===== src/rtl/ft245_sync_fifo_if.sv =====
// FPGA-side master for the FT232H in FT245 synchronous FIFO mode.
// Arbitrates the shared 8-bit bus between host->FPGA reads (RX) and FPGA->host writes (TX).
// Exposes valid/ready byte streams on both sides. Runs entirely in the ft_clkout domain;
// the ft_bus tristate buffer lives in the enclosing top level.
//
// Ports:
//   clk_in, rst_n             clock (ft_clkout) and asynchronous active-low reset
//   ft_data_in/out, ft_data_oe bus sample, bus drive value, bus drive enable
//   ft_rxf_n, ft_txe_n         FT232H has data / can accept data (active low)
//   ft_oe_n, ft_rd_n, ft_wr_n  FT232H output enable, read and write strobes (active low)
//   ft_siwu_n                  send-immediate pulse (active low)
//   rx_data/valid/ready        received byte stream (first-word-fall-through)
//   tx_data/valid/ready        byte stream to send
module ft245_sync_fifo_if #(
    parameter int unsigned RX_DEPTH  = 4,
    parameter int unsigned TX_DEPTH  = 4,
    parameter int unsigned MAX_BURST = 64,
    parameter bit          SIWU_EN   = 1'b1
) (
    input  logic       clk_in,
    input  logic       rst_n,
    input  logic [7:0] ft_data_in,
    output logic [7:0] ft_data_out,
    output logic       ft_data_oe,
    input  logic       ft_rxf_n,
    input  logic       ft_txe_n,
    output logic       ft_oe_n,
    output logic       ft_rd_n,
    output logic       ft_wr_n,
    output logic       ft_siwu_n,
    output logic [7:0] rx_data,
    output logic       rx_valid,
    input  logic       rx_ready,
    input  logic [7:0] tx_data,
    input  logic       tx_valid,
    output logic       tx_ready
);

    localparam int unsigned RxAw   = $clog2(RX_DEPTH);
    localparam int unsigned TxAw   = $clog2(TX_DEPTH);
    localparam int unsigned BurstW = $clog2(MAX_BURST + 1);

    localparam logic [RxAw:0]     RxFull   = (RxAw + 1)'(RX_DEPTH);
    localparam logic [TxAw:0]     TxFull   = (TxAw + 1)'(TX_DEPTH);
    localparam logic [BurstW-1:0] BurstMax = BurstW'(MAX_BURST);

    typedef enum logic [2:0] {
        StIdle,
        StRxOe,
        StRxRead,
        StTxWrite,
        StTurn
    } state_e;

    // ------------------------------------------------------------------
    // FIFO storage and pointers
    // ------------------------------------------------------------------
    logic [7:0]      rx_mem_q [RX_DEPTH];
    logic [RxAw-1:0] rx_wptr_q, rx_wptr_d, rx_rptr_q, rx_rptr_d;
    logic [RxAw:0]   rx_count_q, rx_count_d;
    logic            rx_push, rx_pop;

    logic [7:0]      tx_mem_q [TX_DEPTH];
    logic [TxAw-1:0] tx_wptr_q, tx_wptr_d, tx_rptr_q, tx_rptr_d, tx_rptr_nxt;
    logic [TxAw:0]   tx_count_q, tx_count_d;
    logic            tx_push, tx_pop;

    // ------------------------------------------------------------------
    // Control state
    // ------------------------------------------------------------------
    state_e            state_q, state_d;
    logic              last_rx_q, last_rx_d;  // 1 = RX was the last direction served
    logic [BurstW-1:0] burst_q, burst_d, burst_inc;
    logic              oe_n_q, oe_n_d;
    logic              rd_n_q, rd_n_d;
    logic              wr_n_q, wr_n_d;
    logic              siwu_n_q, siwu_n_d;
    logic              data_oe_q, data_oe_d;
    logic [7:0]        data_out_q, data_out_d;
    logic              rx_elig, tx_elig;

    // Every edge spent in RX_READ / TX_WRITE with the flag asserted moves one byte.
    assign rx_push = (state_q == StRxRead) && !ft_rxf_n;
    assign tx_pop  = (state_q == StTxWrite) && !ft_txe_n;
    assign rx_pop  = rx_valid && rx_ready;
    assign tx_push = tx_valid && tx_ready;

    assign rx_valid    = (rx_count_q != '0);
    assign rx_data     = rx_mem_q[rx_rptr_q];
    assign tx_ready    = (tx_count_q < TxFull);
    assign tx_rptr_nxt = tx_rptr_q + TxAw'(1);
    assign burst_inc   = burst_q + BurstW'(1);

    assign rx_elig = !ft_rxf_n && (rx_count_q < RxFull);
    assign tx_elig = (tx_count_q != '0) && !ft_txe_n;

    always_comb begin
        rx_wptr_d  = rx_push ? rx_wptr_q + RxAw'(1) : rx_wptr_q;
        rx_rptr_d  = rx_pop ? rx_rptr_q + RxAw'(1) : rx_rptr_q;
        rx_count_d = rx_count_q;
        if (rx_push && !rx_pop) begin
            rx_count_d = rx_count_q + (RxAw + 1)'(1);
        end else if (!rx_push && rx_pop) begin
            rx_count_d = rx_count_q - (RxAw + 1)'(1);
        end
    end

    always_comb begin
        tx_wptr_d  = tx_push ? tx_wptr_q + TxAw'(1) : tx_wptr_q;
        tx_rptr_d  = tx_pop ? tx_rptr_nxt : tx_rptr_q;
        tx_count_d = tx_count_q;
        if (tx_push && !tx_pop) begin
            tx_count_d = tx_count_q + (TxAw + 1)'(1);
        end else if (!tx_push && tx_pop) begin
            tx_count_d = tx_count_q - (TxAw + 1)'(1);
        end
    end

    // ------------------------------------------------------------------
    // Bus FSM: next state and registered FT-side outputs
    // ------------------------------------------------------------------
    always_comb begin
        state_d    = state_q;
        last_rx_d  = last_rx_q;
        burst_d    = burst_q;
        oe_n_d     = oe_n_q;
        rd_n_d     = rd_n_q;
        wr_n_d     = wr_n_q;
        siwu_n_d   = 1'b1;
        data_oe_d  = data_oe_q;
        data_out_d = data_out_q;

        unique case (state_q)
            StIdle: begin
                // On a tie, serve the direction that was not served last.
                if (rx_elig && (!tx_elig || !last_rx_q)) begin
                    oe_n_d  = 1'b0;
                    state_d = StRxOe;
                end else if (tx_elig) begin
                    data_oe_d  = 1'b1;
                    data_out_d = tx_mem_q[tx_rptr_q];
                    wr_n_d     = 1'b0;
                    last_rx_d  = 1'b0;
                    state_d    = StTxWrite;
                end
            end

            StRxOe: begin
                rd_n_d    = 1'b0;
                last_rx_d = 1'b1;
                state_d   = StRxRead;
            end

            StRxRead: begin
                if (rx_push) begin
                    burst_d = burst_inc;
                end
                // Stop before the FIFO could overflow on the following edge.
                if (!(rx_push && (rx_count_d < RxFull) && (burst_inc < BurstMax))) begin
                    rd_n_d  = 1'b1;
                    oe_n_d  = 1'b1;
                    state_d = StTurn;
                end
            end

            StTxWrite: begin
                if (tx_pop && (tx_count_q > (TxAw + 1)'(1)) && (burst_inc < BurstMax)) begin
                    burst_d    = burst_inc;
                    data_out_d = tx_mem_q[tx_rptr_nxt];
                end else begin
                    // Either the last byte went out, the burst cap was hit, or the
                    // FT232H refused the byte and it stays at the FIFO head.
                    if (tx_pop) begin
                        burst_d = burst_inc;
                    end
                    wr_n_d    = 1'b1;
                    data_oe_d = 1'b0;
                    state_d   = StTurn;
                    if (SIWU_EN && tx_pop && (tx_count_d == '0)) begin
                        siwu_n_d = 1'b0;
                    end
                end
            end

            StTurn: begin
                oe_n_d    = 1'b1;
                rd_n_d    = 1'b1;
                wr_n_d    = 1'b1;
                data_oe_d = 1'b0;
                burst_d   = '0;
                state_d   = StIdle;
            end

            default: begin
                state_d = StIdle;
            end
        endcase
    end

    always_ff @(posedge clk_in or negedge rst_n) begin
        if (!rst_n) begin
            state_q    <= StIdle;
            last_rx_q  <= 1'b0;
            burst_q    <= '0;
            oe_n_q     <= 1'b1;
            rd_n_q     <= 1'b1;
            wr_n_q     <= 1'b1;
            siwu_n_q   <= 1'b1;
            data_oe_q  <= 1'b0;
            data_out_q <= 8'h00;
            rx_wptr_q  <= '0;
            rx_rptr_q  <= '0;
            rx_count_q <= '0;
            tx_wptr_q  <= '0;
            tx_rptr_q  <= '0;
            tx_count_q <= '0;
        end else begin
            state_q    <= state_d;
            last_rx_q  <= last_rx_d;
            burst_q    <= burst_d;
            oe_n_q     <= oe_n_d;
            rd_n_q     <= rd_n_d;
            wr_n_q     <= wr_n_d;
            siwu_n_q   <= siwu_n_d;
            data_oe_q  <= data_oe_d;
            data_out_q <= data_out_d;
            rx_wptr_q  <= rx_wptr_d;
            rx_rptr_q  <= rx_rptr_d;
            rx_count_q <= rx_count_d;
            tx_wptr_q  <= tx_wptr_d;
            tx_rptr_q  <= tx_rptr_d;
            tx_count_q <= tx_count_d;
        end
    end

    // Storage needs no reset: contents are only visible through the reset pointers.
    always_ff @(posedge clk_in) begin
        if (rx_push) begin
            rx_mem_q[rx_wptr_q] <= ft_data_in;
        end
        if (tx_push) begin
            tx_mem_q[tx_wptr_q] <= tx_data;
        end
    end

    assign ft_oe_n     = oe_n_q;
    assign ft_rd_n     = rd_n_q;
    assign ft_wr_n     = wr_n_q;
    assign ft_siwu_n   = siwu_n_q;
    assign ft_data_oe  = data_oe_q;
    assign ft_data_out = data_out_q;

endmodule


===== config.mk =====
export PLATFORM = sky130hd
export DESIGN_NAME = ft245_sync_fifo_if
export DESIGN_NICKNAME = d
export VERILOG_FILES = /design/src/rtl/ft245_sync_fifo_if.sv
export SDC_FILE = /design/constraint.sdc
export NUM_CORES = 1
export LEC_CHECK = 0
export ABC_AREA = 0
export CAP_MARGIN = 20
export CORE_MARGIN = 10
export CORE_UTILIZATION = 45
export CTS_CLUSTER_DIAMETER = 60
export CTS_CLUSTER_SIZE = 30
export DETAILED_ROUTE_END_ITERATION = 6
export DONT_BUFFER_PORTS = 1
export PLACE_DENSITY = 0.63
export SYNTH_ARGS = -nofsm -noshare
export SYNTH_HDL_FRONTEND = slang
export SYNTH_SLANG_ARGS = --single-unit

===== constraint.sdc =====
create_clock -name clk_in -period 4.4 [get_ports clk_in]
set_clock_uncertainty 0.15 [all_clocks]
set_input_delay 0.88 -clock clk_in [delete_from_list [all_inputs] [get_ports clk_in]]
set_output_delay 0.88 -clock clk_in [all_outputs]
set_load 0.03 [all_outputs]

==> run_results.csv, run 1 <==
group,metric,value,unit
status,outcome,"finished, final reports clean",
layout,fin_cells,482,
logic_synthesis,yosys_warnings,0,
run,warnings,38,
floorplanning,chip_area,15200,sq um
layout,largest_class,"sequential cells",
setup_path,crit_path_start,"rx_rptr_q[0]",
detailed_routing,wl_met2,4.43,mm
logic_synthesis,syn_area,4790,sq um
setup_path,start_kind,"register",
power_and_ir_drop,clockPowerShare,0.188,
clocking,clkSinkCount,102,
logic_synthesis,yosys_cells,344,
logic_synthesis,ys_sh_simple,0.101,
clocking,cts_buffers,9,
grt,use_met2,0.199,
detailed_routing,finalWirelength,8.68,mm
layout,nets,381,
logic_synthesis,synth.most_common_cell,"edfxtp_1",
logic_synthesis,aoi_share,0.0971,
clocking,postCtsSetupRepairBufs,0,
detailed_routing,drt-initial-drc-count,147,
final_timing,period_used_share,0.643,
setup_path,endpoint,"rx_data[7]",
logic_synthesis,top_logic_kind,"simple AND/OR/NAND/NOR gates",
detailed_routing,drt_pass1_iterations,4,
power_and_ir_drop,leakage,1.91,nW
setup_path,path_max_fanout,10,
final_timing,grt_setup_unrepaired,"no",
final_timing,hold_viol,0,
power_and_ir_drop,intPower,1.91,mW
final_timing,fin_ws,1.57,ns
setup_path,cpLargestDelayFamily,"flip-flops",
grt,grtUsageTotal,0.118,
floorplanning,fp.dieW,123,microns
logic_synthesis,dominantRegCellSynth,"edfxtp_1",
setup_path,path_class,"register to primary output",
place,place_ws,1.70,ns
power_and_ir_drop,switching_share,0.405,
grt,grt_pass1_vias,2667,
grt,grt_antenna_before_repair,0,
place,dpl.cell_count,466,
layout,clockBufferCount,9,
power_and_ir_drop,power_density,632,nW/um^2
final_timing,whs,0.0346,ns
detailed_routing,top_layer,"met4",
layout,clkCellAreaFrac,0.0415,
power_and_ir_drop,pg_clk,603,uW
logic_synthesis,edf_count,64,
floorplanning,ios,45,
logic_synthesis,ys_types,55,
place,place_area,4860,sq um
detailed_routing,route.met3.wl,651,microns
logic_synthesis,xor_share,0.0256,
clocking,cts-root-buf,"clkbuf_8",
setup_path,crit_arrival,1.80,ns
power_and_ir_drop,power_leader,"sequential cells",
logic_synthesis,netlist.area_leader.share,0.401,
floorplanning,die_height,123,microns
logic_synthesis,synth_flops,102,
logic_synthesis,synth_cells,344,
power_and_ir_drop,pwr-share-comb,0.314,
final_timing,layout_min_cycle_time,2.83,ns
setup_path,cp_num_buf_inv,0,
place,portBuffers,0,
setup_path,r2r-start,"rx_count_q[0]",
place,place.detailed.hpwl,6.04,mm
grt,grt_pass1_wl,13.9,mm
power_and_ir_drop,seq_power_share,0.498,
grt,grt_max_degree,39,
logic_synthesis,mux_share,0.0971,
grt,grt.busiest_layer,"met2",
logic_synthesis,synthTopCellsByArea,"edfxtp_1 40%, dfrtp_1 18%, mux4_2 7.5%",
layout,final_cell_mix,"64 x edfxtp_1, 42 x nand2_1, 34 x dfrtp_1",
power_and_ir_drop,p_comb,1.00,mW
detailed_routing,via_per_inst,5.51,
setup_path,cp.depth,1,
final_timing,max_freq,0.354,GHz
setup_path,crit_required,3.37,ns
layout,mi_logic_area,1760,sq um
grt,use_met3,0.0397,
clocking,cts_tree,"done",
layout,nNonClkBuffers,0,
logic_synthesis,postSynthSeqShare,0.600,
detailed_routing,wl_per_cell,18.0,microns
power_and_ir_drop,seq-power,1.59,mW
final_timing,setup_tns,0,ns
setup_path,r2r_slack,1.88,ns
setup_path,r2r_end,"state_q[1]",
power_and_ir_drop,p_total,3.20,mW
grt,met1_usage,0.136,
logic_synthesis,ys_sh_adder,0.0470,
setup_path,max_stage_delay,0.73,ns
detailed_routing,ant_nets,0,
grt,overflow,0,
layout,drive_above_1_share,0.147,
logic_synthesis,avgSynthCellArea,13.9,sq um
floorplanning,fp_util,0.462,
detailed_routing,met1_length,3.50,mm
layout,diodes,0,
min_path,hp-class,"primary input to asynchronous set/reset pin",
clocking,holdBufCountCts,0,
final_timing,drv_slew,0,
layout,nNonClkInverters,12,
setup_path,cp_slowest_cell,"dfrtp_1",
logic_synthesis,synth_nets,384,
clocking,cts.clk_slew.worst_paths,0.11,ns
logic_synthesis,async_reset_ff_frac,0.373,
detailed_routing,num_vias,2658,
logic_synthesis,synthTopCellsByCount,"64 x edfxtp_1, 42 x nand2_1, 34 x dfrtp_1",
==> run_1/placement_by_type.png <==
Fill, decap, tap and diode cells in gray.
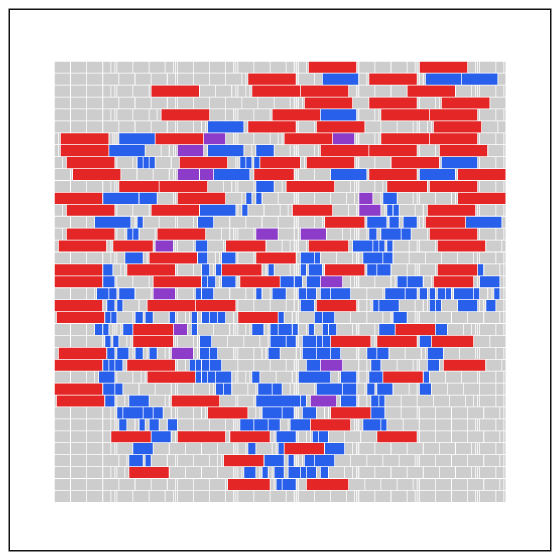
Purple is clock drivers and dummy loads, cells 16, share of their area 4.3%. Blue is combinational and other logic, cells 228, share of their area 37%. Red is sequential cells, cells 102, share of their area 59%.
utilization after layout: 0.489
Seq area share: 0.568
total core area: 10,400 sq um
design area: 5070 sq um
# rows: 37

==> run_1/placement.png <==
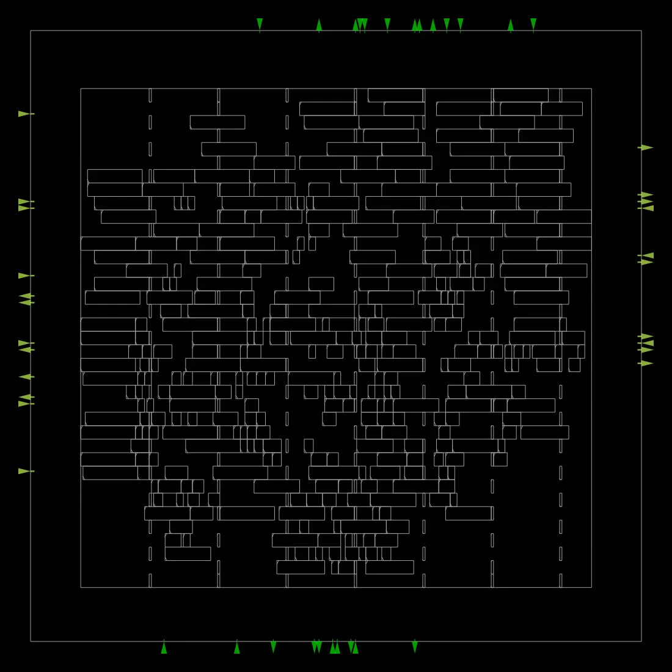
fill cell count: 926
Tap Count: 136

==> run_1/io_fan.png <==
Scale bar: 20 microns.
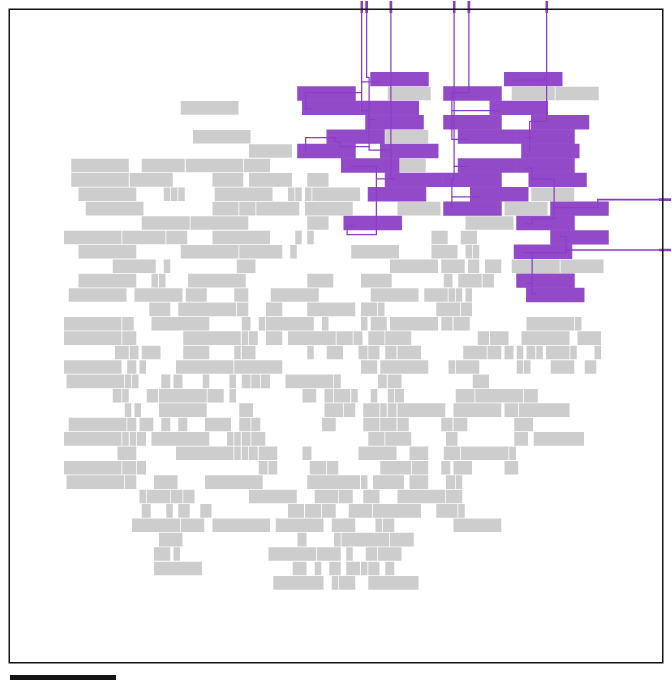
Purple is `ft_data_in`, direction input, edge 6 top, 2 right, end cells 32, buffers 0, wire 353 microns.

--- run 2 (diff from run 1) ---
==> constraint.sdc (replaced) <==
create_clock -name clk_in -period 2.75 [get_ports clk_in]
set_clock_uncertainty 0.15 [all_clocks]
set_input_delay 0.55 -clock clk_in [delete_from_list [all_inputs] [get_ports clk_in]]
set_output_delay 0.55 -clock clk_in [all_outputs]
set_load 0.03 [all_outputs]
==> run 2 against run 1 <==
- die area is the same
- sequential share of layout area decreased by 0.99 points
- first-iteration DRC count down 16%
- power is 63% higher
- global-route usage increased by 0.66 points
- critical path depth is the same
- hold slack gained 0.084 ns
- sequential power rose by 56%
- wire length is 2.6% higher
==> run_results.csv, run 2 <==
group,metric,value,unit
grt,grt.busiest_layer,"met2",
setup_path,r2r_slack,0.49,ns
logic_synthesis,async_reset_ff_frac,0.373,
power_and_ir_drop,power_density,1010,nW/um^2
logic_synthesis,dominantRegCellSynth,"edfxtp_1",
layout,fin_cells,492,
power_and_ir_drop,leakage,1.96,nW
logic_synthesis,synth_flops,102,
detailed_routing,via_per_inst,5.43,
setup_path,path_max_fanout,9,
layout,seq_share,0.558,
power_and_ir_drop,intPower,3.12,mW
power_and_ir_drop,switching_share,0.404,
final_timing,period_used_share,0.907,
clocking,postCtsSetupRepairBufs,0,
setup_path,r2r_end,"state_q[2]",
final_timing,hold_viol,0,
logic_synthesis,synth_cells,344,
logic_synthesis,synth_nets,384,
final_timing,whs,0.118,ns
detailed_routing,drt-initial-drc-count,124,
setup_path,r2r-start,"state_q[2]",
logic_synthesis,ys_sh_simple,0.101,
grt,overflow,0,
place,place_area,4910,sq um
detailed_routing,top_layer,"met4",
logic_synthesis,ys_sh_adder,0.0470,
logic_synthesis,aoi_share,0.0971,
detailed_routing,route.met3.wl,651,microns
setup_path,path_class,"register to primary output",
detailed_routing,finalWirelength,8.90,mm
grt,grt_antenna_before_repair,0,
place,portBuffers,0,
power_and_ir_drop,power_leader,"sequential cells",
logic_synthesis,edf_count,64,
setup_path,crit_arrival,1.79,ns
clocking,cts_tree,"done",
place,place_ws,0.403,ns
logic_synthesis,netlist.area_leader.share,0.401,
clocking,cts-root-buf,"clkbuf_8",
floorplanning,coreArea,10400,sq um
floorplanning,rows,37,
layout,final_cell_mix,"64 x edfxtp_1, 42 x nand2_1, 34 x dfrtp_1",
final_timing,fin_ws,0.256,ns
layout,clkCellAreaFrac,0.0413,
layout,nNonClkInverters,12,
layout,fin_area,5160,sq um
final_timing,layout_min_cycle_time,2.49,ns
place,dpl.cell_count,473,
setup_path,endpoint,"rx_data[7]",
setup_path,cp.depth,1,
final_timing,max_freq,0.401,GHz
setup_path,cpLargestDelayFamily,"flip-flops",
layout,mi_logic_area,1760,sq um
floorplanning,n_tap_cell,136,
power_and_ir_drop,seq-power,2.48,mW
final_timing,drv_slew,0,
logic_synthesis,top_logic_kind,"simple AND/OR/NAND/NOR gates",
run,warnings,38,
grt,use_met3,0.0442,
layout,diodes,0,
layout,nets,391,
status,outcome,"finished, final reports clean",
clocking,holdBufCountCts,2,
final_timing,setup_tns,0,ns
min_path,hp-class,"primary input to register",
power_and_ir_drop,p_comb,1.80,mW
clocking,clkSinkCount,102,
setup_path,max_stage_delay,0.71,ns
power_and_ir_drop,clockPowerShare,0.182,
detailed_routing,ant_nets,0,
setup_path,cp_num_buf_inv,0,
grt,use_met2,0.210,
grt,met1_usage,0.145,
logic_synthesis,syn_area,4790,sq um
logic_synthesis,xor_share,0.0256,
setup_path,crit_path_start,"rx_rptr_q[0]",
power_and_ir_drop,pwr-share-comb,0.344,
grt,grt_pass1_vias,2745,
==> run_2/metal_density.png <==
25 x 25 tiles, from dark blue (low) to red (high), scaled to the fullest tile. Values are wire area over tile area, all layers added.
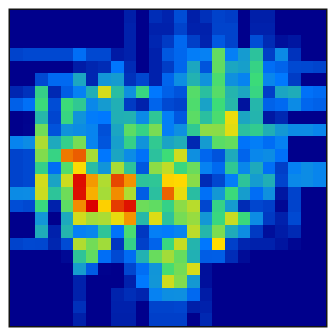
The mean over all tiles is 0.093. The emptiest ninth of the die: lower right. 14% of the tiles are over half the peak. 29% of the tiles are nearly empty. The densest ninth of the die: center. The fullest tile reaches 0.41.
Routed WL per cell: 18.1 microns
Total GRT Usage: 0.124
vias: 2,673

==> run_2/placement_by_type.png <==
Fill, decap, tap and diode cells in gray.
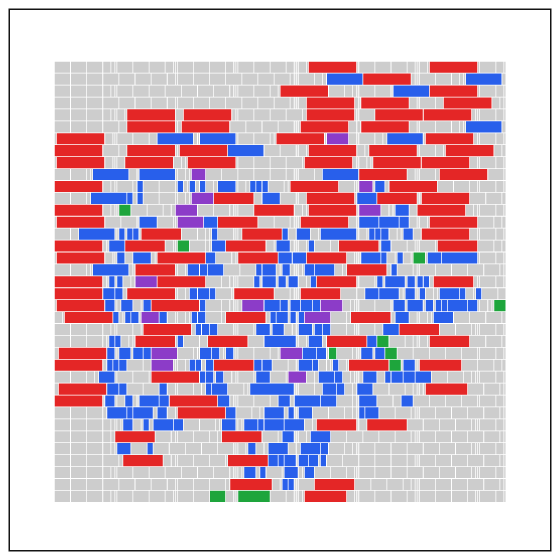
Purple is clock drivers and dummy loads, cells 16, share of their area 4.3%. Green is remaining buffers and delay cells, cells 10, share of their area 1.8%. Blue is combinational and other logic, cells 228, share of their area 36%. Red is sequential cells, cells 102, share of their area 58%.

Power and IR drop assume default switching activity.
